[config.mk]
export PLATFORM = sky130hd
export DESIGN_NAME = motor_pwm_driver_flat
export DESIGN_NICKNAME = d
export VERILOG_FILES = /design/src/rtl/motor_pwm_driver_if.sv /design/src/rtl/motor_pwm_driver.sv /design/src/flat_wrapper.sv
export SDC_FILE = /design/constraint.sdc
export NUM_CORES = 1
export LEC_CHECK = 0
export ABC_AREA = 1
export CORE_MARGIN = 10
export CORE_UTILIZATION = 66
export CTS_BUF_LIST = sky130_fd_sc_hd__clkbuf_2 sky130_fd_sc_hd__clkbuf_4 sky130_fd_sc_hd__clkbuf_8
export CTS_CLUSTER_DIAMETER = 40
export CTS_CLUSTER_SIZE = 28
export DETAILED_ROUTE_END_ITERATION = 10
export PLACE_DENSITY = 0.95
export SKIP_CTS_REPAIR_TIMING = 1
export SLEW_MARGIN = 20
export SYNTH_ARGS = -nofsm -noshare
export SYNTH_HDL_FRONTEND = slang
export SYNTH_SLANG_ARGS = --single-unit
export TNS_END_PERCENT = 1
[constraint.sdc]
create_clock -name CLK -period 5.9 [get_ports CLK]
set_input_delay 1.18 -clock CLK [delete_from_list [all_inputs] [get_ports CLK]]
set_output_delay 1.18 -clock CLK [all_outputs]
set_load 0.02 [all_outputs]
[src/rtl/motor_pwm_driver_if.sv]
// motor_pwm_driver_if
// Groups one H-bridge channel's command input and its drive outputs.
//   MC_CMD   [1:0] direction (00 fwd, 01/11 neutral, 10 rev), [4:2] power code
//   PWM_OUT  bridge enable, high during the on-portion of the PWM period
//   IN_A     bridge forward line
//   IN_B     bridge reverse line
//   ACTIVE   high while the channel is driving forward or reverse
// Modports: master (command source / observer), slave (the driver).
interface motor_pwm_driver_if;
  logic [4:0] MC_CMD;
  logic       PWM_OUT;
  logic       IN_A;
  logic       IN_B;
  logic       ACTIVE;

  modport master (output MC_CMD, input PWM_OUT, IN_A, IN_B, ACTIVE);
  modport slave  (input MC_CMD, output PWM_OUT, IN_A, IN_B, ACTIVE);
endinterface

[src/rtl/motor_pwm_driver.sv]
// motor_pwm_driver
// Drives one H-bridge channel from a 5-bit motor-controller command: a fixed
// frequency PWM enable plus forward/reverse bridge lines. Every forward<->reverse
// change passes through a dead time with both lines low, and duty changes are
// only applied at the period boundary so no PWM pulse is ever cut or stretched.
// Ports:
//   CLK  system clock, all logic on posedge
//   RST  synchronous active-high reset
//   bus  motor_pwm_driver_if.slave (MC_CMD in; PWM_OUT, IN_A, IN_B, ACTIVE out)
// Build option:
//   SOFT_START_EN  when defined, entering FWD/REV starts from zero duty and the
//                  duty ramps up one eighth of the period every RAMP_PERIODS
//                  periods; reductions still apply at the next boundary.
module motor_pwm_driver #(
  parameter int PERIOD_CYCLES = 80,
  parameter int CNT_W         = 12,
  parameter int DEAD_CYCLES   = 16,
  parameter int RAMP_PERIODS  = 2
) (
  input logic              CLK,
  input logic              RST,
  motor_pwm_driver_if.slave bus
);

  if ((PERIOD_CYCLES % 8) != 0 || PERIOD_CYCLES > (2 ** CNT_W) ||
      DEAD_CYCLES < 1 || RAMP_PERIODS < 1) begin : g_bad_params
    $error("motor_pwm_driver: invalid parameter set");
  end

  typedef enum logic [1:0] {ST_NEUTRAL, ST_FWD, ST_REV, ST_DEAD} state_t;

  localparam int                DEAD_W    = $clog2(DEAD_CYCLES + 1);
  localparam logic [CNT_W:0]    STEP      = (CNT_W + 1)'(PERIOD_CYCLES / 8);
  localparam logic [CNT_W-1:0]  CNT_LAST  = CNT_W'(PERIOD_CYCLES - 1);
  localparam logic [DEAD_W-1:0] DEAD_LAST = DEAD_W'(DEAD_CYCLES - 1);

  // On-time for a power code: (code+1) eighths of the period.
  function automatic logic [CNT_W:0] target_duty(input logic [2:0] code);
    logic [CNT_W:0] eighths;
    eighths = (CNT_W + 1)'(code) + (CNT_W + 1)'(1);
    return eighths * STEP;
  endfunction

  state_t             state_q, state_n;
  logic [4:0]         cmd_q;
  logic [CNT_W-1:0]   cnt_q, cnt_n;
  logic [CNT_W:0]     duty_q, duty_n;
  logic [DEAD_W-1:0]  dead_q, dead_n;
  logic               pwm_q, pwm_n;
  logic               boundary, dir_fwd, dir_rev, dir_neu, enter_run;
  logic [CNT_W:0]     target;

  assign boundary = (cnt_q == CNT_LAST);
  assign dir_fwd  = (cmd_q[1:0] == 2'b00);
  assign dir_rev  = (cmd_q[1:0] == 2'b10);
  assign dir_neu  = cmd_q[0];
  assign target   = target_duty(cmd_q[4:2]);
  assign cnt_n    = boundary ? '0 : cnt_q + CNT_W'(1);

  // Next-state logic. Going neutral is immediate; every drive change that could
  // shoot through the bridge is boundary-gated and routed through DEAD.
  always_comb begin
    state_n   = state_q;
    dead_n    = '0;
    enter_run = 1'b0;
    case (state_q)
      ST_NEUTRAL: begin
        if (boundary && dir_fwd) begin
          state_n   = ST_FWD;
          enter_run = 1'b1;
        end else if (boundary && dir_rev) begin
          state_n   = ST_REV;
          enter_run = 1'b1;
        end
      end
      ST_FWD: begin
        if (dir_neu)                   state_n = ST_NEUTRAL;
        else if (boundary && dir_rev)  state_n = ST_DEAD;
      end
      ST_REV: begin
        if (dir_neu)                   state_n = ST_NEUTRAL;
        else if (boundary && dir_fwd)  state_n = ST_DEAD;
      end
      ST_DEAD: begin
        // Dead time always runs to completion; the new direction is picked up
        // from NEUTRAL at a later boundary using whatever cmd_q holds then.
        if (dead_q == DEAD_LAST) state_n = ST_NEUTRAL;
        else                     dead_n  = dead_q + DEAD_W'(1);
      end
      default: state_n = ST_NEUTRAL;
    endcase
  end

`ifdef SOFT_START_EN
  localparam int               RAMP_W    = (RAMP_PERIODS > 1) ? $clog2(RAMP_PERIODS) : 1;
  localparam logic [RAMP_W-1:0] RAMP_LAST = RAMP_W'(RAMP_PERIODS - 1);

  logic [RAMP_W-1:0] ramp_q, ramp_n;

  always_comb begin
    duty_n = duty_q;
    ramp_n = ramp_q;
    if (boundary) begin
      if (enter_run) begin
        duty_n = '0;
        ramp_n = '0;
      end else begin
        ramp_n = (ramp_q == RAMP_LAST) ? '0 : ramp_q + RAMP_W'(1);
        if (target < duty_q)
          duty_n = target;
        else if (ramp_q == RAMP_LAST && duty_q < target)
          duty_n = duty_q + STEP;
      end
    end
  end

  always_ff @(posedge CLK) begin
    if (RST) ramp_q <= '0;
    else     ramp_q <= ramp_n;
  end
`else
  assign duty_n = boundary ? target : duty_q;
`endif

  // PWM is computed from next-cycle state/count/duty so the registered output
  // lines up with the cycle the counter and FSM are actually in.
  assign pwm_n = (state_n == ST_FWD || state_n == ST_REV) && ({1'b0, cnt_n} < duty_n);

  // Register stage: command capture, counter, duty, FSM and PWM output
  always_ff @(posedge CLK) begin
    if (RST) begin
      state_q <= ST_NEUTRAL;
      cmd_q   <= 5'b00001;
      cnt_q   <= '0;
      duty_q  <= '0;
      dead_q  <= '0;
      pwm_q   <= 1'b0;
    end else begin
      state_q <= state_n;
      cmd_q   <= bus.MC_CMD;
      cnt_q   <= cnt_n;
      duty_q  <= duty_n;
      dead_q  <= dead_n;
      pwm_q   <= pwm_n;
    end
  end

  assign bus.PWM_OUT = pwm_q;
  assign bus.IN_A    = (state_q == ST_FWD);
  assign bus.IN_B    = (state_q == ST_REV);
  assign bus.ACTIVE  = (state_q == ST_FWD) || (state_q == ST_REV);

endmodule
[src/flat_wrapper.sv]
// flat-port wrapper written by rule: the top's interface ports become plain ports
module motor_pwm_driver_flat 
#(
  parameter int PERIOD_CYCLES = 80,
  parameter int CNT_W         = 12,
  parameter int DEAD_CYCLES   = 16,
  parameter int RAMP_PERIODS  = 2
)
  (CLK, RST, bus_MC_CMD, bus_PWM_OUT, bus_IN_A, bus_IN_B, bus_ACTIVE);
  motor_pwm_driver_if bus_i ();
  input logic CLK;
  input logic RST;
  input wire logic [$bits(bus_i.MC_CMD)-1:0] bus_MC_CMD;
  output wire logic [$bits(bus_i.PWM_OUT)-1:0] bus_PWM_OUT;
  output wire logic [$bits(bus_i.IN_A)-1:0] bus_IN_A;
  output wire logic [$bits(bus_i.IN_B)-1:0] bus_IN_B;
  output wire logic [$bits(bus_i.ACTIVE)-1:0] bus_ACTIVE;
  assign bus_i.MC_CMD = bus_MC_CMD;
  assign bus_PWM_OUT = bus_i.PWM_OUT;
  assign bus_IN_A = bus_i.IN_A;
  assign bus_IN_B = bus_i.IN_B;
  assign bus_ACTIVE = bus_i.ACTIVE;
  motor_pwm_driver #(.PERIOD_CYCLES(PERIOD_CYCLES), .CNT_W(CNT_W), .DEAD_CYCLES(DEAD_CYCLES), .RAMP_PERIODS(RAMP_PERIODS)) u_core (.CLK(CLK), .RST(RST), .bus(bus_i));
endmodule
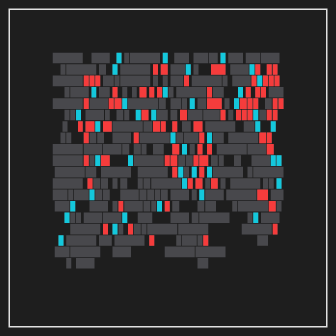
Figure 1: run 1, gate families picked out.
| color | family | cells |
|---|---|---|
| red | nand cells | 76 |
| cyan | inv cells | 41 |

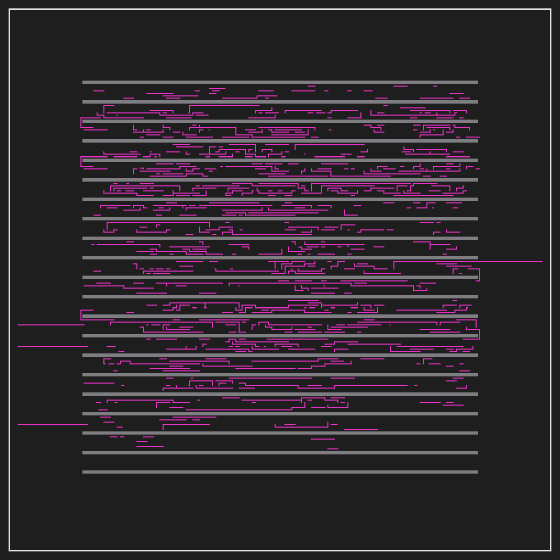
Figure 2: run 1, signal wires on met1.
Supply wires on this layer in gray.
wire length on this layer: 1690 um
main direction: horizontal
share of all routed wire: 45%
nets with wire on the layer: 305

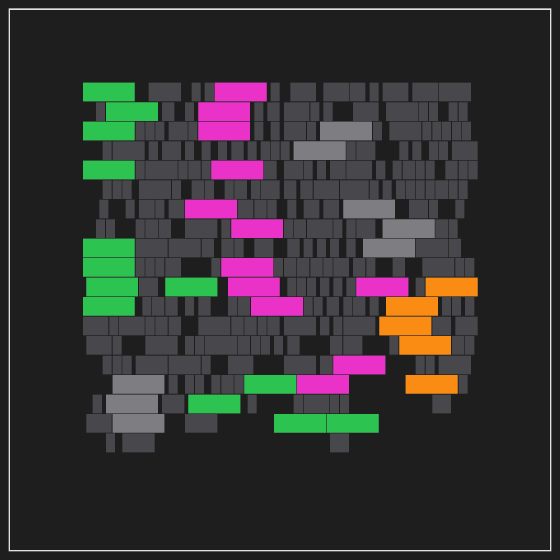
Figure 3: run 1, sequential cells grouped by signal name.
Other sequential cells in the stronger gray, the rest of the logic in the fainter gray.
| color | netlist name | flops |
|---|---|---|
| green | u_core.duty_q | 13 |
| magenta | u_core.cnt_q | 12 |
| orange | u_core.dead_q | 5 |

==> reports/metrics.cfg, run 1 <==
[place]
post-dp-hpwl_mm = 2.86

[final_layout]
top_area_cell_class = logic gates
drive_gt1_share_pct = 8.30
flop_area_um2 = 761
sequential_cell_area_share_pct = 34.7
fin_area_um2 = 2190
mi_logic_area_um2 = 1090
numSequentialCells = 38

[floorplan]
io_pins = 11
rows = 20

[timing]
setup_violation_total_in_the_final_timing_report = 0
hold-worst-slack_ps = 463
finalHoldViolCount = 0
worstMarginPinSlew_ps = 575
fin_crit_sh_pct = 49.7
clock_skew_ps = 8.61

[grt]
grt_first_pass_wirelength_mm = 6.93
gr-total-overflow = 0
maximum_number_of_pins_on_one_net_before_global_route_repair = 35

[cts]
clock_insertion_delay_worst_skew_ps = 350
ctsRootBufferMaster = sky130_fd_sc_hd__clkbuf_4

[detailed_routing]
detail_route.first_pass.iterations = 4
dr_total_vias = 1684

[worst_setup_path]
crit_arrival_ps = 1750
path_class = register to primary output
setup.reg_to_reg.worst_slack_ps = 3030

[run]
warning_count = 29

[yosys]
ys_area_um2 = 2020
synth_nets = 307
library_cell_with_the_highest_instance_count_after_synthesis = sky130_fd_sc_hd__nand2_1
yosys.area_share.simple_pct = 30.7
synth-adder-area-share_pct = 14.2

[hold_path]
hold_path_depth = 1

[pwr]
power.static_leakage_nw = 1.08
peakVddDrop_mv = 0.182
netSwitchingPower_w = 0.000186

[run_status]
status = finished clean

## run 1: sequential cells by signal, summed over array words and instances (netlist names)
register            flops
u_core.cnt_q           12
u_core.bus.PWM_OUT      1
u_core.cmd_q            5
u_core.duty_q          13
u_core.dead_q           5
u_core.state_q          2
## run 1: per-layer routing
layer / track usage (%) / wire length, um / vias to the layer above
li1: - / - / 904
met1: 18.2 / 1690 / 739
met2: 26.6 / 1840 / 35
met3: 5.08 / 151 / 6
met4: 5.77 / 53 / 0
met5: 0 / 0 / -
## run 1: power by group through the flow
stage	Combinational, W	Clock, W	Sequential [W]
after CTS	0.000168	0.000136	0.000279
final	0.000167	0.000134	0.000279
after detailed placement	0.000166	0	0.000285
after global placement	0.000163	0	0.000284
after global routing	0.000193	0.000150	0.000280
after floorplan	0.000119	0	0.000284
Figure 4. PDN straps and rails (run 1).
Pins as bars on the die edge.
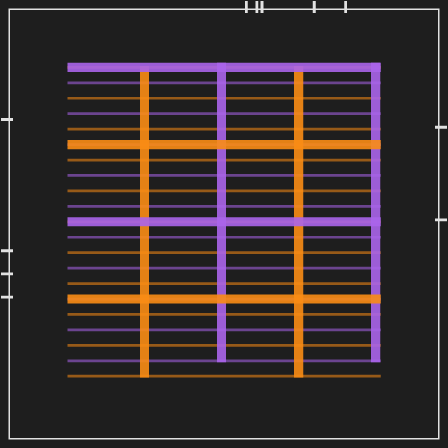

==> run 2, diff against run 1 <==
--- a/config.mk
+++ b/config.mk
@@ -7,12 +7,12 @@
 export LEC_CHECK = 0
 export ABC_AREA = 1
 export CORE_MARGIN = 10
-export CORE_UTILIZATION = 66
+export CORE_UTILIZATION = 61
 export CTS_BUF_LIST = sky130_fd_sc_hd__clkbuf_2 sky130_fd_sc_hd__clkbuf_4 sky130_fd_sc_hd__clkbuf_8
 export CTS_CLUSTER_DIAMETER = 40
 export CTS_CLUSTER_SIZE = 28
 export DETAILED_ROUTE_END_ITERATION = 10
-export PLACE_DENSITY = 0.95
+export PLACE_DENSITY = 0.92
 export SKIP_CTS_REPAIR_TIMING = 1
 export SLEW_MARGIN = 20
 export SYNTH_ARGS = -nofsm -noshare
==> constraint.sdc (replaced) <==
create_clock -name CLK -period 2.93 [get_ports CLK]
set_input_delay 0.586 -clock CLK [delete_from_list [all_inputs] [get_ports CLK]]
set_output_delay 0.586 -clock CLK [all_outputs]
set_load 0.02 [all_outputs]
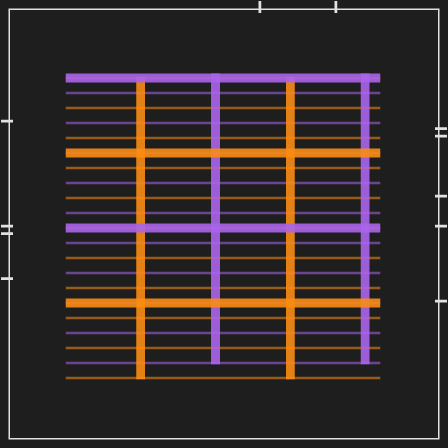
Figure 5: run 2, PDN straps and rails.
Pins as bars on the die edge.
| color | net |
|---|---|
| orange | VSS |
| purple | VDD |
met1 rails: 21
met4 straps: 4
met5 straps: 4

==> reports/metrics.cfg, run 2 <==
[yosys]
synth-adder-area-share_pct = 14.2
ys_area_um2 = 2020
synth_nets = 307
netlist-cell-type-count = 30
library_cell_with_the_highest_instance_count_after_synthesis = sky130_fd_sc_hd__nand2_1
yosys.area_share.simple_pct = 30.7
numSynthFlops = 38

[pwr]
peakVddDrop_mv = 0.374
power.static_leakage_nw = 1.14

[final_layout]
registers.top_by_ff_count = u_core.duty_q
drive_gt1_share_pct = 9.90
largest_reg_flops = 13
antennaDiodeCount = 0
largestRegisters = u_core.duty_q (13), u_core.cnt_q (12)

[worst_setup_path]
path_class = register to register
critical_path.endpoint = u_core.bus.PWM_OUT
setup.reg_to_reg.worst_slack_ps = 210
critical_path.startpoint_type = register

[detailed_routing]
dr_total_vias = 1789
top_signal_layer_used = met4
postRouteAntennaNets = 0
met2_length_mm = 1.92
wl_met1_mm = 1.89
detail_route.first_pass.iterations = 4
detailroute.wirelength.met3_um = 245

[timing]
worstMarginPinSlew_ps = 316
fin_crit_sh_pct = 93.0
setup_violation_total_in_the_final_timing_report = 0
finalHoldViolCount = 0
clock_skew_ps = 4.41

[cts]
clk_path_buf_depth = 2
ctsRootBufferMaster = sky130_fd_sc_hd__clkbuf_4

[run_status]
status = finished clean

[place]
post-dp-hpwl_mm = 3.17

[grt]
maximum_number_of_pins_on_one_net_before_global_route_repair = 21
global_route.usage.met2_pct = 24.5
use_met3_pct = 5.18
grtUsageMet1_pct = 15.6
grt_first_pass_wirelength_mm = 7.28
top_usage_layer = met2
gr-total-overflow = 0

[floorplan]
rows = 20
die_width_um = 77.6
io_pins = 11

[hold_path]
hold_path_depth = 2

[run]
warning_count = 29

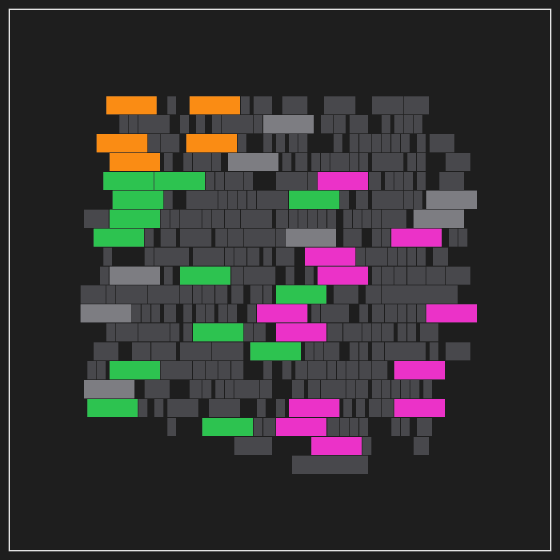
Figure 6: run 2, sequential cells grouped by signal name.
Other sequential cells in the stronger gray, the rest of the logic in the fainter gray.
| color | netlist name | flops |
|---|---|---|
| orange | u_core.dead_q | 5 |
| magenta | u_core.cnt_q | 12 |
| green | u_core.duty_q | 13 |

-- run 2: power breakdown --
group	total, W	leakage, nW	switching (W)	internal [W]
clock	0.000470	0.0585	0.000181	0.000289
combinational	0.000352	0.772	0.000207	0.000145
sequential	0.000562	0.308	0.0000222	0.000540
total	0.00138	1.14	0.000410	0.000975
-- run 2: layout make-up --
class                           count  area (um^2)
Clock buffer                        6         51.3
Clock inverter                      2         60.1
Fill cell                         232          798
Inverter                           41          154
Multi-Input combinational cell    193         1100
Sequential cell                    38          761
Tap cell                           44         55.1
Timing Repair Buffer               13          123
-- run 2: stage by stage --
step	cell area (um^2)	power, W	hold WS, ps
after CTS	2290	0.00139	446
after global placement	2180	0.000902	432
after global routing	2300	0.00148	485
final	2300	0.00138	447
after detailed placement	2180	0.000922	429
after floorplan	2020	0.000813	418
No activity file was given, so power comes from the tool's default toggle rates.
